[config.mk]
export PLATFORM = sky130hd
export DESIGN_NAME = exec_stage
export DESIGN_NICKNAME = d
export VERILOG_FILES = /design/src/rtl/exec_pkg.sv /design/src/rtl/exec_mul_seq.sv /design/src/rtl/exec_stage.sv
export SDC_FILE = /design/constraint.sdc
export NUM_CORES = 1
export LEC_CHECK = 0
export CAP_MARGIN = 30
export CELL_PAD_IN_SITES_DETAIL_PLACEMENT = 1
export CELL_PAD_IN_SITES_GLOBAL_PLACEMENT = 1
export CORE_AREA = 2 2 107 109
export CTS_CLUSTER_SIZE = 16
export DETAILED_ROUTE_END_ITERATION = 6
export DIE_AREA = 0 0 109 111
export PLACE_DENSITY_LB_ADDON = 0.1
export SLEW_MARGIN = 5
export SYNTH_ARGS = -nofsm -noshare
export SYNTH_HDL_FRONTEND = slang
export SYNTH_SLANG_ARGS = --single-unit
[constraint.sdc]
create_clock -name clk -period 6.95 [get_ports clk]
set_clock_uncertainty 0.15 [all_clocks]
set_input_delay 1.39 -clock clk [delete_from_list [all_inputs] [get_ports clk]]
set_output_delay 1.39 -clock clk [all_outputs]
set_load 0.005 [all_outputs]
[src/rtl/exec_pkg.sv]
// Shared types for the execute stage: opcodes, FSM states and flag bit positions.
package exec_pkg;

  typedef enum logic [3:0] {
    OP_NOP = 4'h0,
    OP_ADD = 4'h1,
    OP_SUB = 4'h2,
    OP_AND = 4'h3,
    OP_OR  = 4'h4,
    OP_XOR = 4'h5,
    OP_SHL = 4'h6,
    OP_SHR = 4'h7,
    OP_MOV = 4'h8,
    OP_CMP = 4'h9,
    OP_MUL = 4'hA
  } opcode_e;

  typedef enum logic {
    ST_IDLE = 1'b0,
    ST_MUL  = 1'b1
  } state_e;

  localparam int FLAG_Z = 0;
  localparam int FLAG_C = 1;
  localparam int FLAG_N = 2;

  // Packs N/C/Z for a result byte into the condition register layout.
  function automatic logic [2:0] make_flags(input logic [7:0] res, input logic c);
    logic [2:0] f;
    f         = '0;
    f[FLAG_Z] = (res == 8'd0);
    f[FLAG_C] = c;
    f[FLAG_N] = res[7];
    return f;
  endfunction

endpackage

[src/rtl/exec_mul_seq.sv]
// Shift-add 8x8 multiplier: one partial product per cycle, eight cycles per product.
module mul_seq
  import exec_pkg::*;
(
  input  logic        clk,
  input  logic        reset,
  input  logic        start,
  input  logic [7:0]  a,
  input  logic [7:0]  b,
  output logic [15:0] product,
  output logic        done
);

  logic [15:0] mcand;
  logic [7:0]  mplier;
  logic [15:0] acc;
  logic [15:0] acc_next;
  logic [2:0]  cnt;
  logic        running;

  always_comb begin
    acc_next = acc + (mplier[0] ? mcand : 16'd0);
  end

  // product is the accumulator after this cycle's step, valid while done is high
  assign product = acc_next;
  assign done    = running && (cnt == 3'd7);

  always_ff @(posedge clk) begin
    if (reset) begin
      running <= 1'b0;
      cnt     <= 3'd0;
      acc     <= 16'd0;
      mcand   <= 16'd0;
      mplier  <= 8'd0;
    end else if (start) begin
      running <= 1'b1;
      cnt     <= 3'd0;
      acc     <= 16'd0;
      mcand   <= {8'd0, a};
      mplier  <= b;
    end else if (running) begin
      acc    <= acc_next;
      mcand  <= mcand << 1;
      mplier <= mplier >> 1;
      cnt    <= cnt + 3'd1;
      if (cnt == 3'd7) running <= 1'b0;
    end
  end

endmodule

[src/rtl/exec_stage.sv]
// Execute stage: single-cycle ALU ops with write-port forwarding, plus a sequential MUL.
// Handshake: an instruction is taken on a rising edge where in_valid && in_ready; the decoder holds it otherwise.
module exec_stage
  import exec_pkg::*;
(
  input  logic       clk,
  input  logic       reset,
  input  logic       in_valid,
  output logic       in_ready,
  input  logic [3:0] op,
  input  logic [3:0] dst,
  input  logic [3:0] src_a,
  input  logic [3:0] src_b,
  input  logic [7:0] rd_a,
  input  logic [7:0] rd_b,
  output logic       wr_en,
  output logic [3:0] wr_addr,
  output logic [7:0] wr_data,
  output logic [2:0] flags,
  output logic       busy
);

  state_e      state;
  opcode_e     opc;
  logic        accept;
  logic [7:0]  opa;
  logic [7:0]  opb;
  logic [8:0]  sum9;
  logic [8:0]  diff9;
  logic [7:0]  res;
  logic        c_out;
  logic        do_wr;
  logic        do_flags;
  logic [3:0]  mul_dst;
  logic        mul_start;
  logic [15:0] mul_product;
  logic        mul_done;

  assign opc      = opcode_e'(op);
  assign in_ready = (state == ST_IDLE);
  assign busy     = (state == ST_MUL);
  assign accept   = in_valid && in_ready;

  // The result being written this cycle is newer than the register file read.
  assign opa = (wr_en && (wr_addr == src_a)) ? wr_data : rd_a;
  assign opb = (wr_en && (wr_addr == src_b)) ? wr_data : rd_b;

  assign sum9      = {1'b0, opa} + {1'b0, opb};
  assign diff9     = {1'b0, opa} - {1'b0, opb};
  assign mul_start = accept && (opc == OP_MUL);

  always_comb begin
    res      = 8'd0;
    c_out    = flags[FLAG_C];
    do_wr    = 1'b0;
    do_flags = 1'b0;
    case (opc)
      OP_ADD: begin res = sum9[7:0];  c_out = sum9[8];  do_wr = 1'b1; do_flags = 1'b1; end
      OP_SUB: begin res = diff9[7:0]; c_out = diff9[8]; do_wr = 1'b1; do_flags = 1'b1; end
      OP_AND: begin res = opa & opb;  c_out = 1'b0;     do_wr = 1'b1; do_flags = 1'b1; end
      OP_OR:  begin res = opa | opb;  c_out = 1'b0;     do_wr = 1'b1; do_flags = 1'b1; end
      OP_XOR: begin res = opa ^ opb;  c_out = 1'b0;     do_wr = 1'b1; do_flags = 1'b1; end
      OP_SHL: begin res = {opa[6:0], 1'b0}; c_out = opa[7]; do_wr = 1'b1; do_flags = 1'b1; end
      OP_SHR: begin res = {1'b0, opa[7:1]}; c_out = opa[0]; do_wr = 1'b1; do_flags = 1'b1; end
      OP_MOV: begin res = opb; do_wr = 1'b1; do_flags = 1'b1; end
      OP_CMP: begin res = diff9[7:0]; c_out = diff9[8]; do_flags = 1'b1; end
      default: begin end
    endcase
  end

  mul_seq u_mul (
    .clk     (clk),
    .reset   (reset),
    .start   (mul_start),
    .a       (opa),
    .b       (opb),
    .product (mul_product),
    .done    (mul_done)
  );

  always_ff @(posedge clk) begin
    if (reset) begin
      state   <= ST_IDLE;
      wr_en   <= 1'b0;
      wr_addr <= 4'd0;
      wr_data <= 8'd0;
      flags   <= 3'd0;
      mul_dst <= 4'd0;
    end else begin
      wr_en <= 1'b0;
      case (state)
        ST_IDLE: begin
          if (accept) begin
            if (opc == OP_MUL) begin
              state   <= ST_MUL;
              mul_dst <= dst;
            end else begin
              wr_en <= do_wr;
              if (do_wr) begin
                wr_addr <= dst;
                wr_data <= res;
              end
              if (do_flags) flags <= make_flags(res, c_out);
            end
          end
        end
        ST_MUL: begin
          if (mul_done) begin
            state   <= ST_IDLE;
            wr_en   <= 1'b1;
            wr_addr <= mul_dst;
            wr_data <= mul_product[7:0];
            flags   <= make_flags(mul_product[7:0], |mul_product[15:8]);
          end
        end
        default: state <= ST_IDLE;
      endcase
    end
  end

endmodule
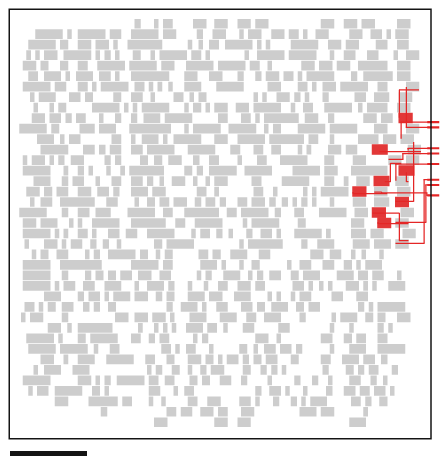
*Wires at chosen ports, followed through buffers, run 1*
Scale bar: 20 um.
Red is `rd_b`, direction input, end cells 8, buffers 8, wire 204 um.
IO Pins: 53
number of port buffers: 52

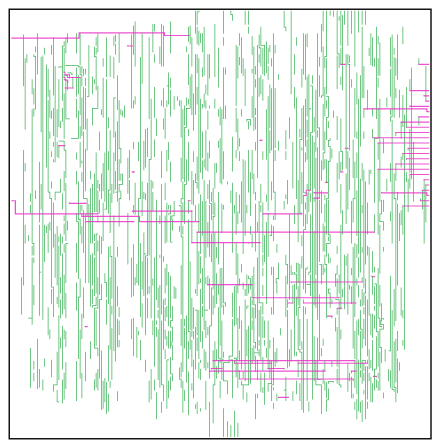
*Signal wires by layer, run 1*
Only two layers are drawn.
Green is metal 2, wire length 8290 um. Magenta is metal 3, wire length 593 um.
WL final: 16.4 mm
Vias: 4734
wire length per cell: 20.6 um
Total Routing Usage GR: 0.281

==> results.sh, run 1 <==
# implementation run metrics
export IMPL_status="complete, no violations"
export IMPL_max_cap_violations=0
export IMPL_lay_top_cells="75 x nor2_1, 64 x dfxtp_1, 52 x clkdlybuf4s50_1"
export IMPL_crit_family="AND-OR/OR-AND gates"
export IMPL_ant_nets=0
export IMPL_critPathMaxFanout=9
export IMPL_syn_area_sq_mm=0.00506
export IMPL_non_clock_inverter_count=38
export IMPL_crit_slowest_cell="mux2i_1"
export IMPL_cts_root_buffer="clkbuf_16"
export IMPL_critPathCapture="flags[1]$_SDFFE_PP0P_"
export IMPL_power_share_switching=0.271
export IMPL_ys_seq_frac=0.257
export IMPL_regToRegStartpoint="wr_addr[1]$_SDFFE_PP0P_"
export IMPL_dp_slack_ns=1.20
export IMPL_synth_distinct_cells=71
export IMPL_grt_overflow_total=0
export IMPL_grt_pass1_wl_mm=26.6
export IMPL_grt_max_degree=50
export IMPL_syn_inst=610
export IMPL_power_density_mw_per_mm2=180
export IMPL_drc_errors=0
export IMPL_p_comb_mw=0.198
export IMPL_stdcell_count=794
export IMPL_comb_area_sq_mm=0.00344
export IMPL_fillers=1346
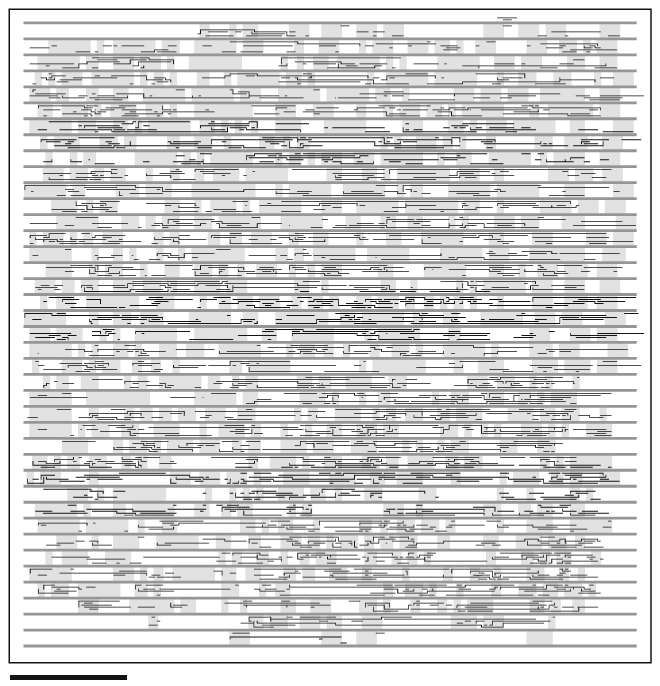
*M1 wires, run 1*
Scale bar: 20 um. Supply wires on this layer in gray.
The layer carries 7160 um of wire. The longest straight run is 52.9 um.
met1 Use GR: 0.353

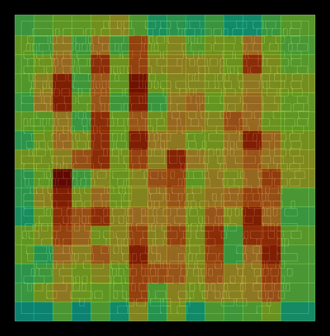
*Congestion heat map, run 1*
layer with the highest usage: met2
met3 Use GR: 0.0388
met2 usage: 0.494

==> run 1: metal layers <==
| metal | vias to the layer above | part of all wire |
|---|---|---|
| met5 | - | 0 |
| met2 | 90 | 0.51 |
| met1 | 2359 | 0.44 |
| li1 | 2259 | - |
| met3 | 26 | 0.036 |
| met4 | 0 | 0.020 |
==> run 1: tightest hold or removal path: cells and delay by family, from the launching register on <==
| family | cells | cell delay [ns] |
|---|---|---|
| flip-flops | 1 | 0.31 |
| AND-OR/OR-AND | 1 | 0.06 |
| AND/OR/NAND/NOR | 1 | 0.05 |
==> run 1: logic make-up after synthesis <==
| kind of cell | count (synthesis) | synth area share |
|---|---|---|
| xor+xnor | 26 | 0.0450 |
| fa+ha+maj | 44 | 0.113 |
| mux | 59 | 0.123 |
| flops | 65 | 0.257 |
| buf+inv | 71 | 0.0645 |
| simple gates | 196 | 0.193 |
| compound gates | 149 | 0.204 |
==> run 1: flip-flops by register name, indices dropped and copies added (netlist names) <==
register	cells
busy	1
wr_en	1
flags	3
wr_addr	4
u_mul.running	1
u_mul.acc	16
u_mul.mplier	8
mul_dst	4
u_mul.cnt	3
wr_data	8
u_mul.mcand	16
==> run 1: synth_stat cells, types with 5 or more instances <==
cell type   n  area share
inv_1      36       0.027
nand3b_1    5      0.0074
and2_1     16       0.020
mux2i_1    50       0.099
a211oi_1   24       0.036
o221ai_1    7       0.012
a21oi_1    31       0.031
xor2_1     10       0.017
o21ai_0    23       0.023
mux2_2      6       0.013
nand2_1    43       0.032
a22oi_1     6      0.0089
nor2b_1    11       0.014
xnor2_1    16       0.028
nand2b_1   10       0.012
nand3_1     9      0.0089
o21a_1      5      0.0074
nor2_1     75       0.056
ha_1       41        0.10
dfxtp_1    65        0.26
buf_1       7      0.0052
nor3_1      7      0.0069
o2111ai_1   5      0.0086
clkbuf_1   16       0.012
==> run 1: how the worst min path moves through the flow <==
| stage | from | to | slack [ns] | cells past startpoint |
|---|---|---|---|---|
| detailed placement | mul_dst[3]$_SDFFE_PP0P_ | mul_dst[3]$_SDFFE_PP0P_ | 0.31 | 2 |
| global placement | mul_dst[0]$_SDFFE_PP0P_ | mul_dst[0]$_SDFFE_PP0P_ | 0.29 | 2 |
| global route | mul_dst[2]$_SDFFE_PP0P_ | mul_dst[2]$_SDFFE_PP0P_ | 0.35 | 2 |
| floorplan | mul_dst[0]$_SDFFE_PP0P_ | mul_dst[0]$_SDFFE_PP0P_ | 0.29 | 2 |
| finish | mul_dst[2]$_SDFFE_PP0P_ | mul_dst[2]$_SDFFE_PP0P_ | 0.32 | 2 |
| CTS | mul_dst[2]$_SDFFE_PP0P_ | mul_dst[2]$_SDFFE_PP0P_ | 0.32 | 2 |
==> run 1: metrics by stage <==
stage / hold WS, ns / utilization / cell area [sq um] / total power, mW
5_1_grt: 0.352 / 0.538 / 5960 / 1.11
2_1_floorplan: 0.286 / - / 5060 / 0.521
3_3_place_gp: 0.292 / 0.508 / 5630 / 0.588
6_report: 0.321 / 0.538 / 5960 / 1.07
4_1_cts: 0.323 / 0.538 / 5960 / 1.07
3_5_place_dp: 0.308 / 0.510 / 5650 / 0.596
## Run 2: what changed since run 1
- CORE_AREA: 2 2 107 109 -> 2 2 111 113
- DIE_AREA: 0 0 109 111 -> 0 0 113 115
- clock period: 6.95 -> 5.7 ns (I/O delays scaled with it)
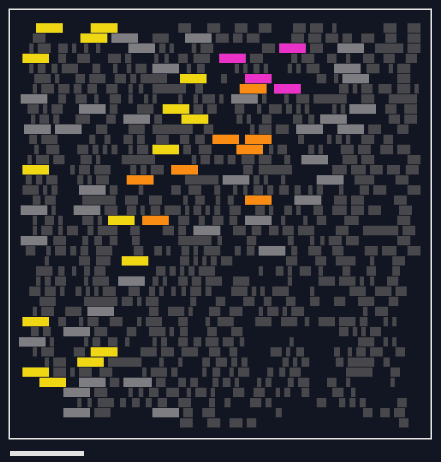
*Where the registers sit, run 2*
Scale bar: 20 um.
Yellow is `u_mul.mcand`, sequential cells 16. Orange is `u_mul.mplier`, sequential cells 8. Magenta is `mul_dst`, sequential cells 4.
Another 37 sequential cells are not colored.

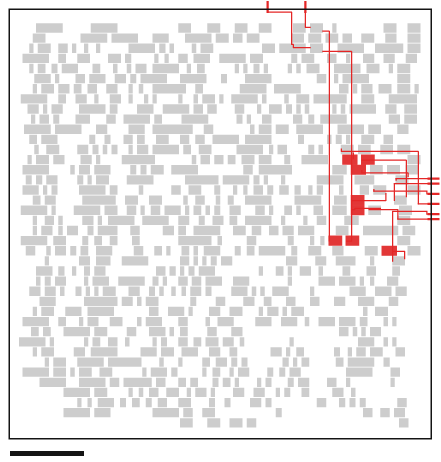
*Wires at chosen ports, followed through buffers, run 2*
Scale bar: 20 um.
Red is `rd_b`, direction input, end cells 8, buffers 8, wire 329 um.

==> run 2 against run 1 <==
The flow now finishes with violations (design-rule violations). Cell count grew 1.5%. Count of clock-buffer cells in the layout fell by 1. Sequential share of layout area is 0.14 points lower. Non-clock buffer count up 7. Power is 20% higher. First-iteration DRC count decreased by 17%. Area after synthesis stayed put. Utilization is 3.0 points lower. Hold slack worse by 0.014 ns. Clock power is 17% higher. Critical path type unchanged. Largest cell class unchanged.
==> results.sh, run 2 <==
# implementation run metrics
export IMPL_syn_area_sq_mm=0.00506
export IMPL_power_density_mw_per_mm2=214
export IMPL_drt_iter0_drc=256
export IMPL_ios=53
export IMPL_ant_nets=0
export IMPL_hold_worst_slack_ns=0.307
export IMPL_syn_inst=610
export IMPL_stdcell_count=806
export IMPL_synth_distinct_cells=71
export IMPL_lay_top_cells="75 x nor2_1, 64 x dfxtp_1, 52 x clkdlybuf4s50_1"
export IMPL_yosysTopAreaCellShare=0.257
export IMPL_dpl_hpwl_mm=12.7
export IMPL_grt_max_degree=50
export IMPL_ys_seq_frac=0.257
export IMPL_most_common_cell="nor2_1"
export IMPL_min_path_type="reg -> reg"
export IMPL_h_tree_depth=3
export IMPL_grt_overflow_total=0
export IMPL_openroad_warnings=42
export IMPL_report_final_slew_viol_count=0
export IMPL_status="complete, but fails checks"
export IMPL_grt_pass1_wl_mm=26.4
export IMPL_port_buffer_count=52
export IMPL_area_delta_synth_final_pct=18.5
export IMPL_stdcell_area_sq_mm=0.00600
export IMPL_finalHoldViolations=0
export IMPL_synthTopCellsByArea="dfxtp_1 26%, ha_1 10%, mux2i_1 9.9%"
export IMPL_vias=4675
export IMPL_cts_resized=0
export IMPL_reg_top3="u_mul.acc (16), u_mul.mcand (16)"
export IMPL_synthTopCellsByCount="75 x nor2_1, 65 x dfxtp_1, 50 x mux2i_1, 43 x nand2_1, 41 x ha_1"
export IMPL_finalClockPeriodUsage=0.865
export IMPL_place_area_sq_mm=0.00570
export IMPL_r2r_setup_slack_ns=1.61
export IMPL_max_cap_violations=0
export IMPL_final_setup_tns_ns=0
export IMPL_drc_errors=9
export IMPL_crit_arrival_ns=5.06
export IMPL_violations="design-rule violations"
export IMPL_synth_top_cell_by_area="dfxtp_1"
export IMPL_required_ns=5.83
export IMPL_wl_per_cell_um=20.4
export IMPL_wl_mm=16.4
export IMPL_critPathMaxFanout=5
export IMPL_rsz0062_at_grt="false"
export IMPL_cts_root_buffer="clkbuf_16"
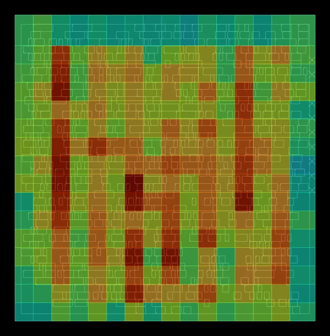
*Congestion heat map, run 2*
met2 usage: 0.445
met3 Use GR: 0.0422
met1 Use GR: 0.336
Total Routing Usage GR: 0.260

run 2: per-layer routing:
| layer | wire (um) | up-vias | part of all wire | GRT usage |
|---|---|---|---|---|
| met5 | 0 | - | 0 | 0 |
| met4 | 371 | 0 | 0.023 | 0.0837 |
| met3 | 619 | 21 | 0.038 | 0.0422 |
| met2 | 8030 | 87 | 0.49 | 0.445 |
| met1 | 7420 | 2306 | 0.45 | 0.336 |
| li1 | - | 2261 | - | - |
run 2: final cells by class:
| cell class | count | area (sq um) |
|---|---|---|
| clock buffer | 9 | 225 |
| inverter | 38 | 143 |
| fill | 1402 | 5810 |
| sequential | 65 | 1300 |
| multi-input combinational | 474 | 3440 |
| tap | 147 | 184 |
| timing repair buffer | 66 | 633 |
| clock inverter | 7 | 77.6 |
run 2: final timing paths:
kind / start / end / cells after the start
setup / recovery: src_b[3] / flags[1]$_SDFFE_PP0P_ / 15
hold / removal: mul_dst[2]$_SDFFE_PP0P_ / mul_dst[2]$_SDFFE_PP0P_ / 2
setup reg to reg: wr_addr[3]$_SDFFE_PP0P_ / flags[1]$_SDFFE_PP0P_ / 14
hold reg to reg: mul_dst[2]$_SDFFE_PP0P_ / mul_dst[2]$_SDFFE_PP0P_ / 2
run 2: cells by family after synthesis:
group	after synthesis	share of synthesized area
AND/OR/NAND/NOR	196	0.193
flip-flops	65	0.257
XOR/XNOR	26	0.0450
buffers and inverters	71	0.0645
adder cells (fa/ha/maj)	44	0.113
multiplexers	59	0.123
AND-OR/OR-AND	149	0.204
run 2: metrics by stage:
step | util | setup WS [ns] | power, mW
detailed placement | 0.482 | 0.479 | 0.728
finish | 0.508 | 0.767 | 1.29
floorplan | - | 1.10 | 0.635
CTS | 0.508 | 0.795 | 1.30
global placement | 0.481 | 0.575 | 0.723
global route | 0.508 | 0.536 | 1.34
run 2: critical path, stage by stage:
cell	delay [ns]
clkdlybuf4s50_1	0.43
xor2_1	0.17
nor4_4	0.46
mux2_2	0.31
ha_1	0.20
inv_1	0.06
fa_1	0.40
a21o_1	0.18
a21oi_1	0.27
o21ai_1	0.16
a2111oi_1	0.52
nor3b_1	0.10
a221o_1	0.36
a21oi_2	0.15
o41a_1	0.16
run 2: power by group:
| part | leakage, nW | internal (mW) | switching [mW] |
|---|---|---|---|
| combinational | 1.62 | 0.107 | 0.136 |
| sequential | 0.526 | 0.466 | 0.0125 |
| clock | 0.147 | 0.343 | 0.221 |
| total | 2.29 | 0.916 | 0.370 |
Power and IR drop assume default switching activity.
